$ cat config.mk
export PLATFORM = sky130hd
export DESIGN_NAME = player_motion_controller
export DESIGN_NICKNAME = d
export VERILOG_FILES = /design/src/rtl/player_motion_controller.sv
export SDC_FILE = /design/constraint.sdc
export NUM_CORES = 1
export LEC_CHECK = 0
export ABC_AREA = 1
export CAP_MARGIN = 10
export CORE_AREA = 2 2 78 80
export DETAILED_ROUTE_END_ITERATION = 8
export DIE_AREA = 0 0 80 82
export GPL_ROUTABILITY_DRIVEN = 1
export PLACE_DENSITY = 0.5
export SLEW_MARGIN = 20
export SYNTH_ARGS = -nofsm -noshare
export SYNTH_HDL_FRONTEND = slang
export SYNTH_SLANG_ARGS = --single-unit
$ cat constraint.sdc
create_clock -name clk -period 2.55 [get_ports clk]
set_input_delay 0.51 -clock clk [delete_from_list [all_inputs] [get_ports clk]]
set_output_delay 0.51 -clock clk [all_outputs]
set_load 0.05 [all_outputs]
$ cat src/rtl/player_motion_controller.sv
// player_motion_controller
//
// Steps a player/head position across a tile grid, one tile per game_en tick.
// Direction requests are latched between ticks into a pending direction, direct
// reversals of the current heading are rejected, and a step that would leave
// the playfield halts the controller until restart.
//
// Ports:
//   clk         system clock
//   rst         asynchronous, active-low reset
//   game_en     one-cycle step tick
//   btn_up/down/left/right  direction requests (priority up > down > left > right)
//   restart     leaves HALT back to IDLE at the start position
//   pos_x/pos_y current tile (registered)
//   dir         current heading: 00 right, 01 left, 10 up, 11 down
//   running     high while in RUN
//   step_pulse  one-cycle pulse after each completed step
//   wall_hit    one-cycle pulse when a step is blocked by a wall

module player_motion_controller #(
    parameter int unsigned X_MAX   = 39,
    parameter int unsigned Y_MAX   = 29,
    parameter int unsigned X_START = 20,
    parameter int unsigned Y_START = 15,
    parameter int unsigned XW      = 6,
    parameter int unsigned YW      = 5
) (
    input  logic          clk,
    input  logic          rst,
    input  logic          game_en,
    input  logic          btn_up,
    input  logic          btn_down,
    input  logic          btn_left,
    input  logic          btn_right,
    input  logic          restart,
    output logic [XW-1:0] pos_x,
    output logic [YW-1:0] pos_y,
    output logic [1:0]    dir,
    output logic          running,
    output logic          step_pulse,
    output logic          wall_hit
);

    typedef enum logic [1:0] {StIdle, StRun, StHalt} state_e;

    localparam logic [1:0] DirRight = 2'b00;
    localparam logic [1:0] DirLeft  = 2'b01;
    localparam logic [1:0] DirUp    = 2'b10;
    localparam logic [1:0] DirDown  = 2'b11;

    localparam logic [XW:0]   XLim   = (XW+1)'(X_MAX);
    localparam logic [YW:0]   YLim   = (YW+1)'(Y_MAX);
    localparam logic [XW-1:0] XStart = XW'(X_START);
    localparam logic [YW-1:0] YStart = YW'(Y_START);

    state_e        state_q, state_d;
    logic [XW-1:0] pos_x_q, pos_x_d;
    logic [YW-1:0] pos_y_q, pos_y_d;
    logic [1:0]    dir_q, dir_d;
    logic [1:0]    pend_q, pend_d;
    logic          running_q, running_d;
    logic          step_pulse_q, step_pulse_d;
    logic          wall_hit_q, wall_hit_d;

    logic          btn_any;
    logic [1:0]    btn_dir;
    logic [XW:0]   next_x;
    logic [YW:0]   next_y;
    logic          step_ok;

    // Priority-resolve the buttons into a single request.
    always_comb begin
        btn_any = btn_up | btn_down | btn_left | btn_right;
        if (btn_up) begin
            btn_dir = DirUp;
        end else if (btn_down) begin
            btn_dir = DirDown;
        end else if (btn_left) begin
            btn_dir = DirLeft;
        end else begin
            btn_dir = DirRight;
        end
    end

    // Target tile for the pending direction, one bit wider so that 0 - 1
    // lands above the limit instead of wrapping to a valid coordinate.
    always_comb begin
        next_x = {1'b0, pos_x_q};
        next_y = {1'b0, pos_y_q};
        unique case (pend_q)
            DirRight: next_x = {1'b0, pos_x_q} + (XW+1)'(1);
            DirLeft:  next_x = {1'b0, pos_x_q} - (XW+1)'(1);
            DirUp:    next_y = {1'b0, pos_y_q} - (YW+1)'(1);
            DirDown:  next_y = {1'b0, pos_y_q} + (YW+1)'(1);
        endcase
        step_ok = (next_x <= XLim) && (next_y <= YLim);
    end

    always_comb begin
        state_d      = state_q;
        pos_x_d      = pos_x_q;
        pos_y_d      = pos_y_q;
        dir_d        = dir_q;
        pend_d       = pend_q;
        step_pulse_d = 1'b0;
        wall_hit_d   = 1'b0;

        unique case (state_q)
            StIdle: begin
                if (btn_any) begin
                    dir_d   = btn_dir;
                    pend_d  = btn_dir;
                    state_d = StRun;
                end
            end
            StRun: begin
                // Reversal check is against the heading before this edge's step;
                // dir ^ 01 flips right<->left and up<->down.
                if (btn_any && (btn_dir != (dir_q ^ 2'b01))) begin
                    pend_d = btn_dir;
                end
                if (game_en) begin
                    dir_d = pend_q;
                    if (step_ok) begin
                        pos_x_d      = next_x[XW-1:0];
                        pos_y_d      = next_y[YW-1:0];
                        step_pulse_d = 1'b1;
                    end else begin
                        wall_hit_d = 1'b1;
                        state_d    = StHalt;
                    end
                end
            end
            StHalt: begin
                if (restart) begin
                    pos_x_d = XStart;
                    pos_y_d = YStart;
                    dir_d   = DirRight;
                    pend_d  = DirRight;
                    state_d = StIdle;
                end
            end
            default: state_d = StIdle;
        endcase

        running_d = (state_d == StRun);
    end

    always_ff @(posedge clk or negedge rst) begin
        if (!rst) begin
            state_q      <= StIdle;
            pos_x_q      <= XStart;
            pos_y_q      <= YStart;
            dir_q        <= DirRight;
            pend_q       <= DirRight;
            running_q    <= 1'b0;
            step_pulse_q <= 1'b0;
            wall_hit_q   <= 1'b0;
        end else begin
            state_q      <= state_d;
            pos_x_q      <= pos_x_d;
            pos_y_q      <= pos_y_d;
            dir_q        <= dir_d;
            pend_q       <= pend_d;
            running_q    <= running_d;
            step_pulse_q <= step_pulse_d;
            wall_hit_q   <= wall_hit_d;
        end
    end

    assign pos_x      = pos_x_q;
    assign pos_y      = pos_y_q;
    assign dir        = dir_q;
    assign running    = running_q;
    assign step_pulse = step_pulse_q;
    assign wall_hit   = wall_hit_q;

endmodule

Selected gate families:
(3 px per um)
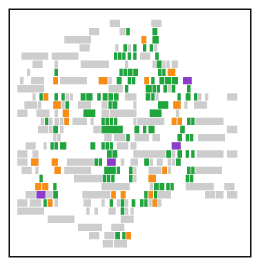
legend:
  orange:
    family: inverting AOI/OAI gates
    cells: 25
  purple:
    family: XOR/XNOR gates
    cells: 4
  green:
    family: NAND gates
    cells: 118
Top cell excl fill/tap: nand2_1
post-layout instance count excluding filler cells: 354
multi-input logic portion of the cell area: 48.1%

Clock routing:
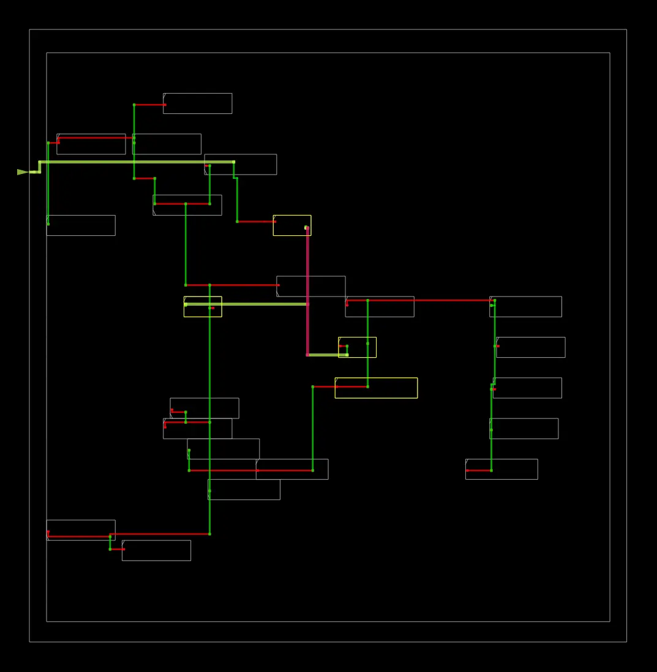
Seq Cell Count: 20
clk ins delay skew pair: 0.27 ns
worst clock skew on the final layout: 0.00875 ns
number of clock buffer instances in the layout: 3

==> summary.txt <==
Quick summary of the implementation run below.

The number of global-route vias before repair came out at 1508. The number of buffer and inverter instances along the worst setup path is 3. The worst register-to-register path begins at pos_y[0]. The distinct cell type count of the synthesized netlist is 34. STA reports the tightest min-delay check as being of type reg2reg. The number of vias per cell after detailed routing came out at 4.62.

The worst path in the final design needs a cycle of 2.39 ns, including I/O delays and setup. The worst setup path is launched from a flip-flop. For this run, the detailed router's first-pass iteration total came to 4. Among all cell types in the netlist, the one instantiated most often is nand2_1. The path depth of the worst reg2reg path is 18.

The global router's overall resource usage is 13.1%. The synthesized area came out at 1670 um^2. The number of I/O pins came out at 24. The number of placement rows is 28.

The yosys cell count is 248. The share of flip-flops with an asynchronous set or reset is 100%. In the synthesized netlist, the cells that appear most often are nand2_1 (80), inv_1 (29), nand3_1 (28). Per Yosys stat, the portion of area used by sequential elements is 30.5%. The worst endpoint data arrival time is 2.60 ns. The run finished with clean final reports. The antenna diode instance count is 0. Max-slew check failures listed in the final report amount to 0. After detailed routing, the met3 layer carries 142 um of wire. The top cell types in the final layout, fill and taps aside, are nand2_1 (78), inv_1 (29), nand3_1 (28), clkdlybuf4s50_1 (23), nor2_1 (22). The first-pass GRT wire length came out at 6890 um. The chip area came out at 6560 um^2. A synthesized cell averages 6.72 um^2. Counting the fill cells in the layout gives 647. In the final layout, the share of cells above drive strength 1 is 14.0%. The count of inverters other than clock inverters in the layout came out at 32. The area growth from synthesis to layout is 27.9%. The max capacitance violation total is 0. The area used by multi-input combinational logic came out at 1020 um^2. Data on the critical path is required at its endpoint by 2.76 ns. The worst-case reg-to-reg setup slack stands at 0.16 ns.

The hold slack is 0.486 ns.

The vertical die dimension reported for this design is 82 um. The synthesis log from Yosys contains 0 warnings. The chip area from the yosys synthesis statistics is 1670 um^2.
M3 wires:
(6 px per um)
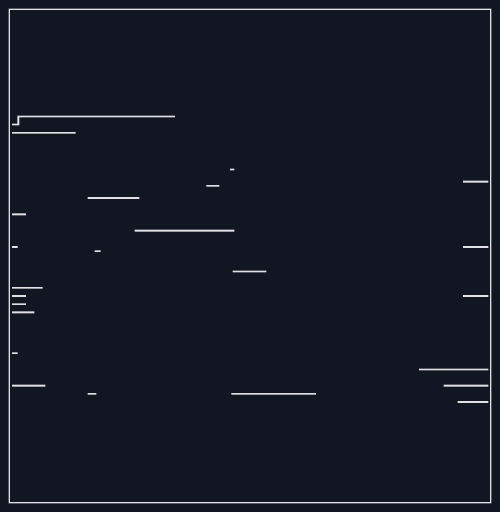
wire length on this layer: 142 um
longest straight run: 26.0 um
nets with wire on the layer: 21
share of all routed wire: 3.6%
DRT Wirelength: 3960 um
Global Route met3 Usage: 2.64%

Signal wires by layer:
(3 px per um)
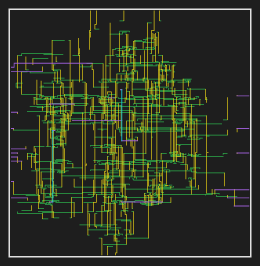
legend:
  purple:
    layer: met3
    wire_length: 142 um
  green:
    layer: met1
    wire_length: 1870 um
  cyan:
    layer: met4
    wire_length: 40.8 um
  yellow:
    layer: met2
    wire_length: 1910 um
drt wl/cell: 11.2 um
total number of vias: 1637

## kinds of logic (layout without fill, tap and decap cells)
family                   Yosys count  in the layout  synth area share (%)
multiplexers                       1              1                 0.676
AND-OR/OR-AND                     25             25                  8.86
AND/OR/NAND/NOR                  149            149                  39.0
adder cells (fa/ha/maj)           11             11                  8.71
buffers and inverters             38             69                  10.2
flip-flops                        20             20                  30.5
XOR/XNOR                           4              4                  2.10
